Run 1, wiring by layer:
Bar = 50 um. Two of the layers only.
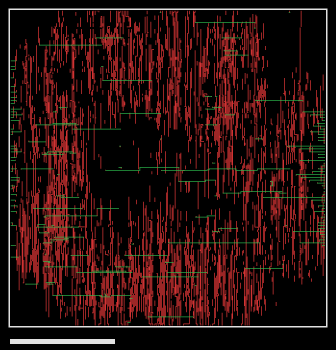
Run 1, cell area per tile:
The die is cut into 15 by 15 equal tiles; black is low, pale yellow is high, 0 to 100% covered.
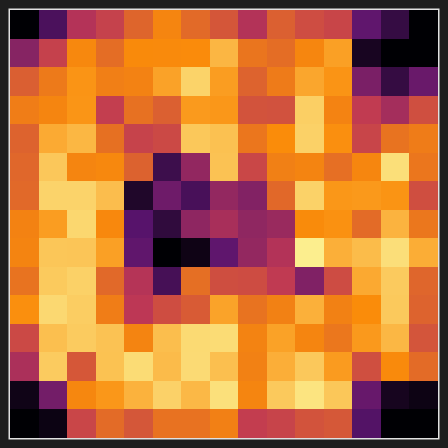
Run 1, register map, names as in the netlist:
Bar = 50 um. Other sequential cells in the stronger grey, the rest of the logic in the fainter grey.
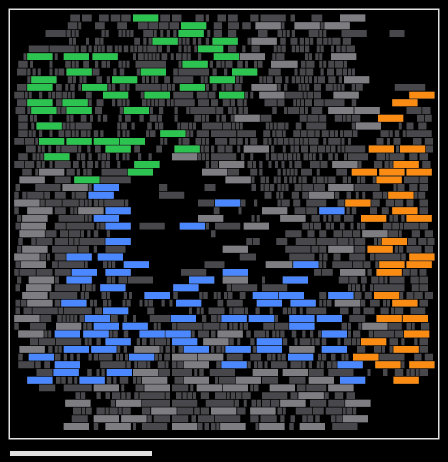
==> config.mk <==
export PLATFORM = sky130hd
export DESIGN_NAME = simon_frame_ctrl
export DESIGN_NICKNAME = d
export VERILOG_FILES = /design/src/rtl/simon_frame_ctrl_pkg.sv /design/src/rtl/simon_frame_ctrl_tx_ser.sv /design/src/rtl/simon_frame_ctrl.sv
export SDC_FILE = /design/constraint.sdc
export NUM_CORES = 1
export LEC_CHECK = 0
export ABC_AREA = 1
export CAP_MARGIN = 10
export CORE_UTILIZATION = 45
export CTS_CLUSTER_DIAMETER = 50
export DETAILED_ROUTE_END_ITERATION = 8
export MAX_ROUTING_LAYER = met4
export PLACE_DENSITY = 0.71
export SLEW_MARGIN = 20
export SYNTH_ARGS = -nofsm -noshare
export SYNTH_HDL_FRONTEND = slang
export SYNTH_SLANG_ARGS = --single-unit
==> constraint.sdc <==
create_clock -name clk -period 1.9 [get_ports clk]
set_input_delay 0.57 -clock clk [delete_from_list [all_inputs] [get_ports clk]]
set_output_delay 0.57 -clock clk [all_outputs]
set_load 0.005 [all_outputs]
==> results_slide.txt, run 1 <==
Run Summary

Setup path
  • Crit path buffers/inverters: 3
  • CP max-delay cell: dfrtp_2
  • WP data required: around 1300 ps
  • CP arrival: about 2100 ps
  • CP Cell Sequence: nor2_4, nand2_2, or2_4, buf_12, buf_6, o21ai_2, buf_2
  • Critical path class: reg2out
  • Max incr delay on CP: 430 ps
  • Critical Path Stages: 7
  • R2R setup slack: 130 ps
  • FF-to-FF path depth: 11
  • CP Max Fanout: 9
  • CP endpoint kind: primary output

Timing
  • Final hold vios: 0
  • Slew Viols, Final: 0
  • Clock skew: around 19 ps
  • Fmax: ~0.37 GHz
  • RSZ-0062 raised after global routing: true
  • Fin worst setup slack: -790.0 ps
  • Worst slew margin: 0.6845
  • Final setup violation count: ~67
  • Tcrit/Tclk final: 1.416
  • Worst slew pin tran: 473.3 ps

Global routing
  • Met1 GRT Util: 0.3111
  • Vias in the first global route: around 7.9k
  • Initial antenna violation count: 0
  • Met2 Track Usage GR: 0.3667
  • Largest net degree at the start of global routing: between 80 and 90
  • First-pass GRT wire length: 40130 um
  • GRT overflow: 0
  • Grt peak-use layer: met2

Finish
  • Net count, final: 1470
  • Logic share of the area: 0.2790
  • Fin cells: 1720
  • Flop Count: between 200 and 250
  • Logic cell area: just over 0.004 mm2
  • Buffering overhead: 0.1947
  • Top cells excl fill/tap: 303 x nand2_1, 227 x dfrtp_1, 158 x inv_1, 95 x buf_4, 91 x o21ai_0
  • Comb_multi_in: 697
  • Top class by area: registers
  • Syn-to-layout area delta: 46.75%
  • Fill cells: 1671
  • CLK BUF: 36
  • Non-Clock Buffer Count: approximately 300
  • Layout cells sized above 1: 0.2924
  • # diodes: 0
  • Clock buf/inv share: 0.06837
  • Inverters: approximately 170
  • Top cell excl fill/tap: nand2_1

Drt
  • DRC viols: 0
  • Vias per cell: approximately 4.9
  • Number of iterations in the first detailed-routing pass: 5
  • Iter 0 DRT Violations: 453
  • Final ANT Viol Nets: 0

Clocking
  • Num CTS Buffers: 28
  • Clock slew at reported path FFs: around 60 ps
  • Root buffer cell: clkbuf_16
  • CTS max path bufs: 3
  • CTS Sinks: 229
  • Latency at later pin: 550 ps
  • CTS HTree Levels: 1
  • CTS tree: built

Synth
  • Mean Syn Cell Area: approximately 8.7 um2
  • Yosys top cell by area: dfrtp_1
  • Count of warnings emitted by yosys: 0
  • Cells after Synth: about 1.2k
  • Cells in synth_stat.txt: 1155
  • Top cell area share: 0.5704
  • Register area share after synthesis: 0.5731
  • Yosys cell types: 35
  • YS chip area: around 0.010 mm2
  • Mapped Area: around 0.010 mm2
  • Top area cell types: dfrtp_1 57%, nand2_1 13%, inv_1 6.1%
  • Synthesized registers: 229

Placed design
  • Post-DP HPWL: approximately 16000 um
  • Number of I/O port buffers: between 150 and 200
  • Gp weighted congestion: between 0.8 and 0.9
  • Placed Cells incl. Taps: 1610

Die
  • Die width: 151.1 um
  • Top Ports: ~160
  • Tap cells: about 280
  • Die Size: roughly 0.023 mm2
  • Row cnt: between 50 and 60
  • Die height: between 150 and 200 um

Power
  • Worst vdd ir: roughly 1000 uV
  • Pwr per Cell Area: approximately 1700 mW/mm2
  • Leakage power: about 7.5 nW

Status
  • Failing checks: setup timing
  • Status: complete, but fails checks

Run
  • Maxcap violations: 0

Hold path
  • Hold Path Class: in2async
About 'wiring by layer':
green -> metal 3  # wire length 1220 um
red -> metal 2  # wire length 13200 um
Overall Global Routing Usage: 0.2295
DR vias: 8501
DRT Wirelength: 26830 um
DR WL/cell: 15.60 um

About 'cell area per tile':
mean over tiles = 63%
fullest tile = 96%
nearly empty tiles = 3.6%
emptiest ninth of the die = middle
tiles over 75% full = 34%
final core utilization: 0.6726
core box area: 0.02182 mm2
core utilization at floorplan: 0.4583

About 'register map, names as in the netlist':
orange -> core_blk  # sequential cells 32
blue -> key_sh_q  # sequential cells 64
green -> u_tx_ser.sh_q  # sequential cells 40
sequential cell area: 0.005733 mm2
Flop+latch power: 8.44 mW
fraction of area in registers: 0.3906

## run 1: synthesized netlist by cell type (all sizes together)
cell type and instances:
a21oi 15, nand3b 1, o22ai 1, a31oi 1, xor2 6, buf 54
or2 12, clkbuf 7, xnor2 2, nor2 47, nand3 48, mux2 7
a21boi 1, ha 6, nand4 26, dfstp 1, nor3 7, inv 168
dfrtp 228, nand2 356, o21ai 161
## run 1: where the power goes
group          switching [mW]  total, mW  internal [mW]
registers                1.25       8.44           7.19
clock network            2.13       5.70           3.57
logic                    5.95       11.2           5.23
total                    9.34       25.3           16.0
## run 1: cells by family after synthesis
family | after synthesis | share of synthesized area
buffers and inverters | 229 | 0.09707
XOR/XNOR | 8 | 0.007006
multiplexers | 7 | 0.01051
AND-OR/OR-AND | 179 | 0.09457
AND/OR/NAND/NOR | 497 | 0.2103
flip-flops | 229 | 0.5731
adder cells (fa/ha/maj) | 6 | 0.007505
## run 1: stage by stage
stage                     instance area [um2]  total power, mW  setup TNS (ps)  hold WS [ps]  setup WS, ps
after global placement                  12470            17.41          -48700         434.8        -509.4
after detailed placement                12470            17.66          -51800         437.0        -563.8
after global routing                    14680            27.09          -51340         216.4        -847.3
final                                   14680            25.33          -46310         175.2        -790.0
after CTS                               14010            23.96          -46990         185.1        -819.9
after floorplan                         10050            13.03           -3811         274.4        -67.95
## run 1: repair_timing
| action | 4_1_cts | 5_1_grt |
|---|---|---|
| resized | 354 | 158 |
| hold buffers | 0 | 0 |
| endpoints found under the setup margin | 111 | 69 |
| pin swaps | 6 | 9 |
| gates cloned | 4 | 11 |
| buffers inserted | 34 | 13 |
## run 1: metal layers
metal,wire (um),share of wire
met3,1224,0.046
met4,657,0.024
met5,0,0
met2,13170,0.49
met1,11780,0.44
==> run 2: changes to the inputs <==
Settings changed: CAP_MARGIN 10 to unset, CORE_MARGIN set to 4.
==> run 2 against run 1 <==
  * The flow still finishes with violations (setup timing)
  * Largest cell class unchanged
  * Clock power about the same
  * Global-route usage shrank 1.4 points
  * Non-clock buffer count is 13 lower
  * Final area decreased by 1.1%
  * Synthesized cell count unchanged
  * Via count shrank 0.87%
  * Worst hold slack better by 19 ps
  * Combinational power barely moved
  * Total power fell by 0.57%
  * Clock-buffer cell count up 2
  * Maximum frequency grew 0.51%
  * Register-to-register slack worse by 130 ps
==> results_slide.txt, run 2 <==
Run Summary

Synth
  • Mapped Area: 0.01000 mm2 (unchanged)
  • Synth cell count leaders: 352 x nand2_1, 228 x dfrtp_1, 162 x inv_1
  • Top area cell types: dfrtp_1 57%, nand2_1 13%, inv_1 6.1%
  • Mean Syn Cell Area: 8.660 um2 (unchanged)
  • Most common cell in the netlist: nand2_1
  • Cells in synth_stat.txt: 1155 (unchanged)
  • Synthesized registers: 229 (unchanged)
  • Ys flop type: dfrtp_1
  • YS chip area: 0.01000 mm2 (unchanged)
  • Yosys cell types: 35 (unchanged)
  • Count of warnings emitted by yosys: 0 (unchanged)
  • Ys async rst share: 1.000 (unchanged)
  • Cells after Synth: 1155 (unchanged)
  • Yosys top cell by area: dfrtp_1
  • Register area share after synthesis: 0.5731 (unchanged)
  • Top cell area share: 0.5704 (unchanged)
  • Post-synth EDFFs: 0 (unchanged)

Drt
  • DRC viols: 0 (unchanged)
  • Iter 0 DRT Violations: 510 (+13%)
  • Final ANT Viol Nets: 0 (unchanged)
  • Number of iterations in the first detailed-routing pass: 5 (unchanged)
  • Vias per cell: 4.925 (-0.35%)

Die
  • Die Size: 0.02468 mm2 (+8.1%)
  • Die width: 157.1 um (+4.0%)
  • Core box area: 0.02182 mm2 (unchanged)
  • Die height: 157.1 um (+4.0%)
  • Row cnt: 54 (unchanged)
  • Core utilization at floorplan: 0.4583 (unchanged)

Setup path
  • WP data required: 1330 ps (about the same)
  • Critical path class: reg2out
  • FF-to-FF path depth: 12 (+1)
  • R2R setup slack: 0 ps (-130 ps)
  • CP arrival: 2110 ps (about the same)
  • CP endpoint kind: primary output
  • CP Max Fanout: 7 (-2)
  • Startpoint Class: flop

Global routing
  • Largest net degree at the start of global routing: 133 (+53%)
  • Initial antenna violation count: 0 (unchanged)
  • Vias in the first global route: 8337 (+5.1%)
  • First-pass GRT wire length: 42120 um (+5.0%)
  • GRT overflow: 0 (unchanged)

Finish
  • Syn-to-layout area delta: 45.10%
  • Top cell excl fill/tap: nand2_1
  • # diodes: 0 (unchanged)
  • Final core utilization: 0.6650 (-0.007568)
  • Layout cells sized above 1: 0.2914 (-0.0009565)
  • Fill cells: 1630 (-2.5%)
  • Top cells excl fill/tap: 298 x nand2_1, 227 x dfrtp_1, 159 x inv_1, 85 x o21ai_0, 84 x buf_4
  • Cell area after layout: 0.01451 mm2 (-1.1%)
  • Net count, final: 1460 (-0.68%)

Run
  • Maxcap violations: 0 (unchanged)

Placed design
  • Dpl cell area: 0.01243 mm2 (-0.28%)
  • Gp weighted congestion: 0.8482 (-5.2%)
  • Place WS: -546.3 ps (+17.46 ps)
  • Post-DP HPWL: 16500 um (+2.8%)
  • Number of I/O port buffers: 155 (unchanged)

Timing
  • Worst slew pin tran: 748.3 ps (+275.0 ps)
  • Clock skew: 8.857 ps (-10.29 ps)
  • RSZ-0062 raised after global routing: true
  • Fmax: 0.3736 GHz (+0.51%)
  • Final hold vios: 0 (unchanged)
  • Fin worst setup slack: -776.5 ps (+13.54 ps)
  • Hold_ws: 194.1 ps (+18.96 ps)
  • Worst slew margin: 0.5011 (-0.1833)
  • Final setup violation count: 67 (unchanged)

Power
  • P_sw: 9.285 mW (-0.63%)
  • Worst vdd ir: 1043 uV (+2.5%)
  • Comb pwr: 11.0 mW (about the same)
  • Leakage power: 7.416 nW (-1.7%)
  • Logic pwr share: 0.438 (-0.004)
  • Flop pwr share: 0.335 (+0.002)
  • Clock network power share: 0.227 (+0.002)
  • Pwr per Cell Area: 1735 mW/mm2 (+0.56%)
  • Top pwr grp: combinational logic
  • Internal power: 15.90 mW (-0.54%)
  • Switching part of the total: 0.3687 (about the same)
  • Flop+latch power: 8.44 mW (about the same)
  • Clk power: 5.72 mW (about the same)

Clocking
  • # hold bufs at CTS: 0 (unchanged)
  • CTS HTree Levels: 1 (unchanged)
  • CTS max path bufs: 3 (unchanged)
  • CTS Sinks: 229 (unchanged)
  • Root buffer cell: clkbuf_16
  • CTS tree: built
  • Clock slew at reported path FFs: 60 ps (about the same)
  • Num CTS Buffers: 29 (+3.6%)
  • Latency at later pin: 550 ps (about the same)

Status
  • Failing checks: setup timing
  • Status: complete, but fails checks

Hold path
  • Hold Path Class: in2async
-- run 2: cell type report --
cell class	count	area [um2]	share of cell area
well taps	280	350.3	0.02414
clock buffers	38	809.5	0.05578
multi-input cells	699	4106	0.2830
clock inverters	15	216.5	0.01492
inverters	168	638.1	0.04397
flip-flops and latches	229	5733	0.3950
repair buffers	282	2659	0.1832
-- run 2: per-stage QoR --
| stage | power [mW] | cells | TNS, ps |
|---|---|---|---|
| final | 25.18 | 1711 | -42570 |
| after CTS | 24.20 | 1704 | -44390 |
| after detailed placement | 17.73 | 1607 | -50790 |
| after global placement | 17.46 | 1607 | -48920 |
| after global routing | 27.02 | 1711 | -50350 |
| after floorplan | 13.03 | 1155 | -3811 |
-- run 2: worst max-delay path, stage by stage, from the launching register on --
cell	delay, ps
dfrtp_1	410
nor2_4	150
nand2_4	80
or2_4	330
buf_12	170
buf_16	150
o21ai_4	140
buf_2	130
-- run 2: cells by family (layout without fill, tap and decap cells) --
| logic type | Yosys count | in the layout | share of synthesized area |
|---|---|---|---|
| simple gates | 497 | 499 | 0.2103 |
| flops | 229 | 229 | 0.5731 |
| buf+inv | 229 | 503 | 0.09707 |
| compound gates | 179 | 179 | 0.09457 |
| xor+xnor | 8 | 8 | 0.007006 |
| mux | 7 | 7 | 0.01051 |
| fa+ha+maj | 6 | 6 | 0.007505 |
-- run 2: timing repair --
item / in CTS / in global routing
setup buffers: 37 / 13
resized: 437 / 104
pin swaps: 9 / 5
gates cloned: 7 / 4
endpoints found under the setup margin: 111 / 70
-- run 2: metal layers --
layer,share of wire,vias up,track usage
met1,0.45,4039,0.3032
li1,-,4126,-
met2,0.48,217,0.3350
met4,0.025,0,0.05531
met3,0.052,45,0.02942
met5,0,-,-
Run 2, wiring by layer:
Bar = 50 um. Two of the layers only.
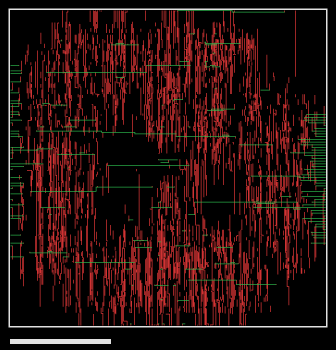
green -> metal 3  # wire length 1380 um
red -> metal 2  # wire length 12700 um
DR vias: 8427
Overall Global Routing Usage: 0.2157
DRT Wirelength: 26610 um
DR WL/cell: 15.55 um

No activity file was given, so power comes from the tool's default toggle rates.
